==> run_1/clock_map.png <==
Scale bar: 20 um.
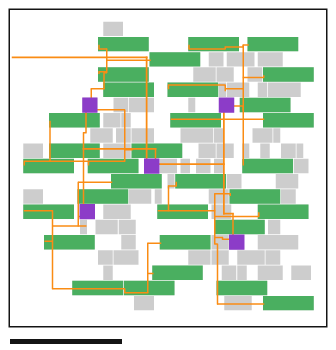
==> run_1/gate_families.png <==
Scale bar: 20 um.
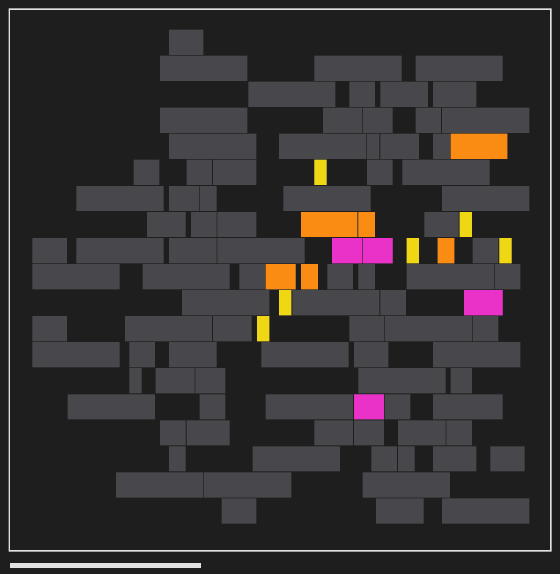
==> run_1/final_clocks.png <==
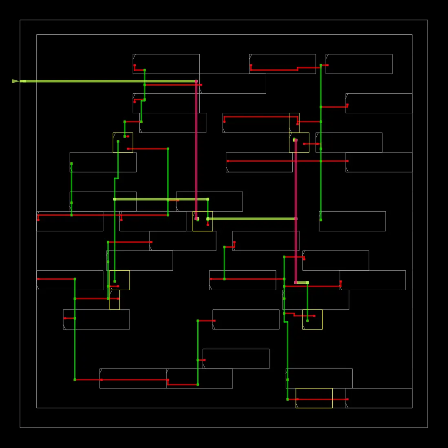
File: config.mk
export PLATFORM = sky130hd
export DESIGN_NAME = req_pending_unit
export DESIGN_NICKNAME = d
export VERILOG_FILES = /design/src/rtl/req_pkg.sv /design/src/rtl/debounce_cell.sv /design/src/rtl/req_pending_unit_chk.sv /design/src/rtl/req_pending_unit.sv
export SDC_FILE = /design/constraint.sdc
export NUM_CORES = 1
export LEC_CHECK = 0
export CORE_MARGIN = 2
export CORE_UTILIZATION = 45
export DETAILED_ROUTE_END_ITERATION = 8
export DONT_BUFFER_PORTS = 1
export PLACE_DENSITY_LB_ADDON = 0.3
export SLEW_MARGIN = 20
export SYNTH_ARGS = -nofsm -noshare
export SYNTH_HDL_FRONTEND = slang
export SYNTH_SLANG_ARGS = --single-unit
File: constraint.sdc
create_clock -name clk -period 1.25 [get_ports clk]
set_input_delay 0.25 -clock clk [delete_from_list [all_inputs] [get_ports clk]]
set_output_delay 0.25 -clock clk [all_outputs]
set_load 0.01 [all_outputs]
File: src/rtl/req_pkg.sv
// Shared definitions for the request front-end and the 4-to-2 priority encoder.
package req_pkg;

  // Number of request lines; must match the encoder input width.
  localparam int N_REQ = 4;

  // Width of the acknowledge index; equals clog2(N_REQ).
  localparam int IDX_W = 2;

  // Default number of stable synchronised cycles before a level change is accepted.
  localparam int DEBOUNCE_CYCLES_DEF = 4;

  typedef logic [N_REQ-1:0] req_vec_t;
  typedef logic [IDX_W-1:0] idx_t;

  // One-hot clear mask for an acknowledge; an index with no matching line yields an empty mask.
  function automatic req_vec_t ack_decode(input logic en, input idx_t idx);
    req_vec_t mask;
    for (int i = 0; i < N_REQ; i++) begin
      mask[i] = en && (idx == idx_t'(i));
    end
    return mask;
  endfunction

endpackage : req_pkg

File: src/rtl/debounce_cell.sv
// One request line: two-flop synchroniser, stability counter and debounced level.
// rise is combinational and is high exactly on the edge where db goes 0 -> 1.
module debounce_cell #(
  parameter int DEBOUNCE_CYCLES = 4
) (
  input  logic clk,
  input  logic rst_n,
  input  logic raw,
  output logic db,
  output logic rise
);

  localparam int CNT_W = $clog2(DEBOUNCE_CYCLES + 1);
  localparam logic [CNT_W-1:0] CNT_LAST = CNT_W'(DEBOUNCE_CYCLES - 1);

  logic             s1_r;
  logic             s2_r;
  logic             db_r;
  logic [CNT_W-1:0] cnt_r;
  logic             differ_s;
  logic             at_last_s;

  // Two-flop synchroniser; only s2 is used beyond this point.
  always_ff @(posedge clk or negedge rst_n) begin
    if (!rst_n) begin
      s1_r <= 1'b0;
      s2_r <= 1'b0;
    end else begin
      s1_r <= raw;
      s2_r <= s1_r;
    end
  end

  // Decode whether the synchronised level disagrees with db and whether this is the accepting cycle.
  always_comb begin
    differ_s  = s2_r ^ db_r;
    at_last_s = (cnt_r == CNT_LAST);
  end

  // Count consecutive disagreeing cycles; any return to db restarts the count.
  always_ff @(posedge clk or negedge rst_n) begin
    if (!rst_n) begin
      db_r  <= 1'b0;
      cnt_r <= {CNT_W{1'b0}};
    end else if (!differ_s) begin
      cnt_r <= {CNT_W{1'b0}};
    end else if (at_last_s) begin
      db_r  <= s2_r;
      cnt_r <= {CNT_W{1'b0}};
    end else begin
      cnt_r <= cnt_r + CNT_W'(1);
    end
  end

  assign db   = db_r;
  assign rise = differ_s & at_last_s & s2_r;

endmodule : debounce_cell

File: src/rtl/req_pending_unit_chk.sv
// Invariant checks for the request front-end, bound into the top level.
module req_pending_unit_chk
  import req_pkg::*;
(
  input logic     clk,
  input logic     rst_n,
  input req_vec_t db,
  input req_vec_t rise,
  input req_vec_t pend,
  input logic     pend_any
);

  // A rise must leave the line debounced high and pending after the same edge.
  for (genvar gi = 0; gi < N_REQ; gi++) begin : g_line
    a_rise_db : assert property (@(posedge clk) disable iff (!rst_n) rise[gi] |=> db[gi]);
    a_rise_pend : assert property (@(posedge clk) disable iff (!rst_n) rise[gi] |=> pend[gi]);
  end

  // The summary flag always tracks the pending vector.
  a_any : assert property (@(posedge clk) disable iff (!rst_n) pend_any == (|pend));

endmodule : req_pending_unit_chk

File: src/rtl/req_pending_unit.sv
// Request front-end for the priority encoder: debounces raw lines, latches each
// debounced press as a sticky pending bit, and flags presses that arrive while
// the same line is still pending.
module req_pending_unit
  import req_pkg::*;
#(
  parameter int DEBOUNCE_CYCLES = DEBOUNCE_CYCLES_DEF
) (
  input  logic             clk,
  input  logic             rst_n,
  input  logic [N_REQ-1:0] req_raw,
  input  logic             ack,
  input  logic [IDX_W-1:0] ack_idx,
  input  logic             clr_ovr,
  output logic [N_REQ-1:0] pend,
  output logic             pend_any,
  output logic [N_REQ-1:0] ovr
);

  req_vec_t db_s;
  req_vec_t rise_s;
  req_vec_t clr_s;
  req_vec_t ovr_set_s;
  req_vec_t pend_nxt_s;
  req_vec_t ovr_nxt_s;
  req_vec_t pend_r;
  req_vec_t ovr_r;

  for (genvar gi = 0; gi < N_REQ; gi++) begin : g_cell
    debounce_cell #(
      .DEBOUNCE_CYCLES(DEBOUNCE_CYCLES)
    ) u_cell (
      .clk  (clk),
      .rst_n(rst_n),
      .raw  (req_raw[gi]),
      .db   (db_s[gi]),
      .rise (rise_s[gi])
    );
  end

  // Next pending/overrun state: a new event beats a clear, and an overrun only
  // counts when the old event is not being serviced on the same edge.
  always_comb begin
    clr_s      = ack_decode(ack, ack_idx);
    pend_nxt_s = (pend_r & ~clr_s) | rise_s;
    ovr_set_s  = rise_s & pend_r & ~clr_s;
    if (clr_ovr) begin
      ovr_nxt_s = ovr_set_s;
    end else begin
      ovr_nxt_s = ovr_r | ovr_set_s;
    end
  end

  // Pending and overrun registers.
  always_ff @(posedge clk or negedge rst_n) begin
    if (!rst_n) begin
      pend_r <= {N_REQ{1'b0}};
      ovr_r  <= {N_REQ{1'b0}};
    end else begin
      pend_r <= pend_nxt_s;
      ovr_r  <= ovr_nxt_s;
    end
  end

  assign pend     = pend_r;
  assign ovr      = ovr_r;
  assign pend_any = |pend_r;

  req_pending_unit_chk u_chk (
    .clk     (clk),
    .rst_n   (rst_n),
    .db      (db_s),
    .rise    (rise_s),
    .pend    (pend_r),
    .pend_any(pend_any)
  );

endmodule : req_pending_unit
==> impl_metrics.json, run 1 <==
{
  "status": "finished with violations",
  "violations": "setup timing",
  "grt_use_met2_pct": 20.00,
  "final_layout_top_logic_cell": "dfrtp_1",
  "edf_count": 0,
  "fillCellCount": 242,
  "htree_levels": 2,
  "design_area_mm2": 0.001463,
  "synthToLayoutAreaGrowth_pct": 18.32,
  "largest_reg_flops": 12,
  "synth-main-ff-cell": "dfrtp_1",
  "met3_wirelength_um": 139,
  "stdcell_count": 134,
  "drv_slew": 0,
  "die_height_um": 56.41,
  "ys_sh_simple_pct": 16.70,
  "first_pass_iters": 4,
  "tool_warnings": 28,
  "dominant_cells": "sequential cells",
  "placed_area_mm2": 0.001305,
  "report.final.setup_viol": 1,
  "hold_start": "ack_idx[0]",
  "switching_share_pct": 28.64,
  "sh_seq_area_pct": 54.75,
  "yosysTopAreaCellShare_pct": 64.78,
  "ys_sh_mux_pct": 3.644,
  "wl_met1_um": 781,
  "fp_util_pct": 46.02,
  "fin_ws_ps": -246.5,
  "drc": 0,
  "crit_buf_inv": 0,
  "reg2reg_depth": 3,
  "p_switching_w": 0.0008022,
  "top_cell": "dfrtp_1",
  "die_x_um": 56.41,
  "nonClkBufAreaFrac_pct": 7.528,
  "ys_seq_share_pct": 64.78,
  "gp_congestion": 0.7476,
  "pre_cts_ws_ps": 56.81,
  "final-clk-cell-share_pct": 4.021,
  "taps": 31,
  "reg2reg_slack_ps": 70,
  "async_reset_ff_share_pct": 100.0,
  "hold_end": "pend[0]$_DFF_PN0_",
  "num_antenna_cells": 0,
  "layout_top_cells": "dfrtp_1, nor3b_1, inv_1, dlygate4sd3_1, clkbuf_4",
  "crit_end": "pend_any",
  "wirelength_mm": 1.776,
  "sh_comb_area_pct": 29.51,
  "logic_gates": 46,
  "cp-startpoint": "pend[3]$_DFF_PN0_",
  "internal-power_w": 0.001999,
  "num_rows": 19,
  "leakage_nw": 0.6594,
  "synth-xor-area-share_pct": 2.834,
  "yosysUniqueCellTypes": 20,
  "finalNetCount": 116,
  "worstMarginPinSlew_ps": 258.2,
  "fmax_ghz": 0.6682,
  "ys_ff": 32
}
About clock_map.png:
purple -> cells driving clock nets  # count 5
orange -> clock wires  # length 390 um
green -> flip-flops  # count 32
flops lie = all over the die
routed clock nets = 6
P_clk: 0.000600 W
Insertion Delay late pin: 320 ps
clock share of power: 21.4%
Worst Clk Skew: 1.977 ps

About gate_families.png:
yellow -> inverters  # cells 6
magenta -> AND and OR gates  # cells 4
orange -> inverting AOI/OAI gates  # cells 6

About final_clocks.png:
Seq cells: 32
final-layout clock buffer total: 8
CTS sink cnt: 32
Inserted Clock Buffers: 5

==> run_1/cell_classes.png <==
Scale bar: 20 um.
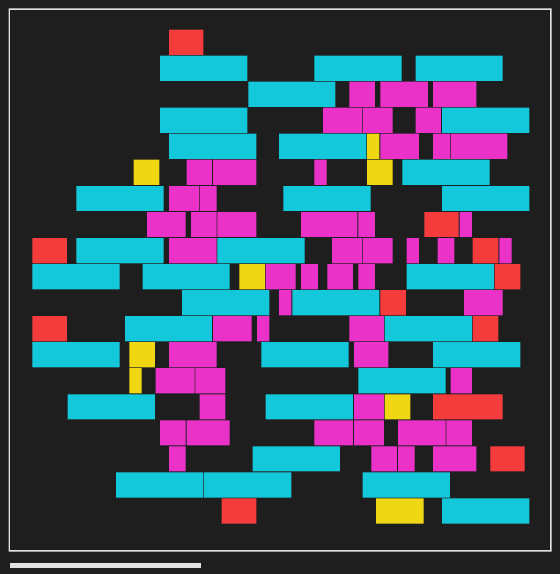

==> run 2: changes to the inputs <==
Settings changed: SETUP_SLACK_MARGIN from default to 0.15.
Clock period 1.25 ns to 1.6 ns, I/O delays scaled along.
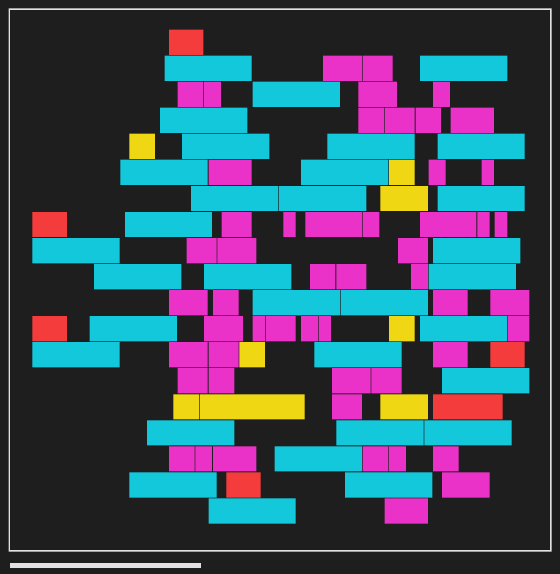
(run_2/cell_classes.png)
Scale bar: 20 um.
yellow -> clock drivers and dummy loads  # cells 8
red -> other buffers and delay cells  # cells 6
cyan -> flip-flops  # cells 32
magenta -> all other logic  # cells 52
row count: 19
core area: 0.002686 mm^2

==> run 2 against run 1 <==
The flow still finishes with violations (setup timing). Die area unchanged. Critical path type unchanged. Global-route usage down 0.11 points. Clock skew up 5.8 ps. Synthesized cell count unchanged. Synthesized area unchanged. Wire length up 3.6%. First-iteration DRC count down 7.1%. Count of clock-buffer cells in the layout down 1. Flip-flop count unchanged. Largest power group unchanged. Final cell count down 3.7%. Non-clock buffer count down 5. Clock power up 12%.
==> impl_metrics.json, run 2 <==
{
  "wl_met2_um": 891,
  "worstMarginPinSlew_ps": 288.6,
  "internal-power_w": 0.001692,
  "switching_share_pct": 27.16,
  "layout.area.seq_um2": 800.8,
  "drt-initial-drc-count": 13,
  "yosysUniqueCellTypes": 20,
  "die_height_um": 56.41,
  "final-clk-cell-share_pct": 6.586,
  "via_per_inst": 5.171,
  "cp-startpoint": "pend[2]$_DFF_PN0_",
  "synth-xor-area-share_pct": 2.834,
  "setup-tns-final_ps": -38.00,
  "skew_ps": 7.743,
  "sh_seq_area_pct": 55.46,
  "p_seq_share_pct": 49.9,
  "layout_top_cells": "dfrtp_1, nor3b_1, inv_1",
  "ys_chip_area_mm2": 0.001236,
  "root_buffer": "clkbuf_4",
  "ys_sh_simple_pct": 16.70,
  "clkbuf_count": 7,
  "grt_max_degree": 33,
  "fillCellCount": 224,
  "use_met1_pct": 16.01,
  "reg2reg_slack_ps": 370,
  "wl_met1_um": 798,
  "report.final.setup_viol": 1,
  "tool_warnings": 28,
  "portBuffers": 0,
  "pre_cts_ws_ps": 283.2,
  "final_util_pct": 53.75,
  "edf_count": 0,
  "p_switching_w": 0.0006310,
  "final_layout_top_logic_cell": "dfrtp_1",
  "first_pass_iters": 2,
  "stdcell_count": 129,
  "status": "finished with violations",
  "violations": "setup timing",
  "syn_area_per_cell_um2": 14.72,
  "vias": 667,
  "fmax_ghz": 0.6105,
  "finalNetCount": 111,
  "top_cell": "dfrtp_1",
  "path_delay_family": "simple AND/OR/NAND/NOR gates",
  "crit_arrival_ps": 1320,
  "hold_end": "ovr[1]$_DFF_PN0_",
  "wirelength_mm": 1.840,
  "powerClk_w": 0.000670,
  "p_total_w": 0.002323,
  "detailed_place_hpwl_mm": 1.311,
  "p_comb_w": 0.000493,
  "path_cells": "or4_4",
  "crit_buf_inv": 0,
  "clk_latency_ps": 320,
  "worst_hold_slack_ps": 77.26,
  "path_clk_slew_ps": 90,
  "post_cts_resized": 1,
  "rsz0062_at_grt": "yes",
  "synth_adder_area_share_pct": 4.049,
  "die_x_um": 56.41,
  "ys_seq_share_pct": 64.78,
  "dominant_cells": "sequential cells",
  "sequentialPower_w": 0.00116,
  "fin_ws_ps": -38.00,
  "ctsHoldBuffers": 5,
  "synthToLayoutAreaGrowth_pct": 16.80,
  "slowest_stage": "or4_4",
  "design_area_mm2": 0.001444,
  "drc": 0,
  "yosysTopAreaCellShare_pct": 64.78,
  "worst_hold_path.num_cells": 1,
  "crit_path_end_kind": "output pin",
  "path_class": "register to output pin",
  "min_period_ps": 1638,
  "min_period_over_period_pct": 102.4,
  "final-comb-area_um2": 416.7,
  "drtAntennaViolNets": 0,
  "p_clk_share_pct": 28.9,
  "taps": 31,
  "largest_reg_flops": 12,
  "gp_congestion": 0.7305,
  "hold_start": "clr_ovr",
  "drv_slew": 0,
  "n_sequential_cell": 32,
  "dieArea_mm2": 0.003182,
  "reg2reg_depth": 3,
  "topCellsByArea": "dfrtp_1, nor3b_1, ha_1",
  "synth.net_count": 98,
  "async_reset_ff_share_pct": 100.0,
  "yosysCellCount": 84,
  "cts.sinks": 32,
  "cts_tree": "done",
  "crit_end": "pend_any",
  "met3_wirelength_um": 122,
  "setup.worst_path.start_class": "register",
  "htree_levels": 2,
  "grt_pass1_vias": 684,
  "aoi_share_pct": 6.174,
  "antenna_found_initial": 0,
  "leakage_nw": 0.6510,
  "power_density_mw_per_mm2": 1609,
  "r2r-start": "g_cell[1].u_cell.cnt_r[0]$_DFF_PN0_",
  "worst-path-max-fanout": 3,
  "placed_area_mm2": 0.001275,
  "num_antenna_cells": 0,
  "peakVddDrop_v": 0.0009950,
  "sh_comb_area_pct": 28.86,
  "ys_sh_mux_pct": 3.644,
  "logic_gates": 46,
  "grt_use_met2_pct": 19.50,
  "synth-main-ff-cell": "dfrtp_1",
  "cts_buffers": 5,
  "fp_util_pct": 46.02,
  "nonClkBufAreaFrac_pct": 4.853,
  "use_met3_pct": 7.373,
  "ys_ff": 32
}
Power figures rest on the tool's default switching activity, not on a simulated workload.
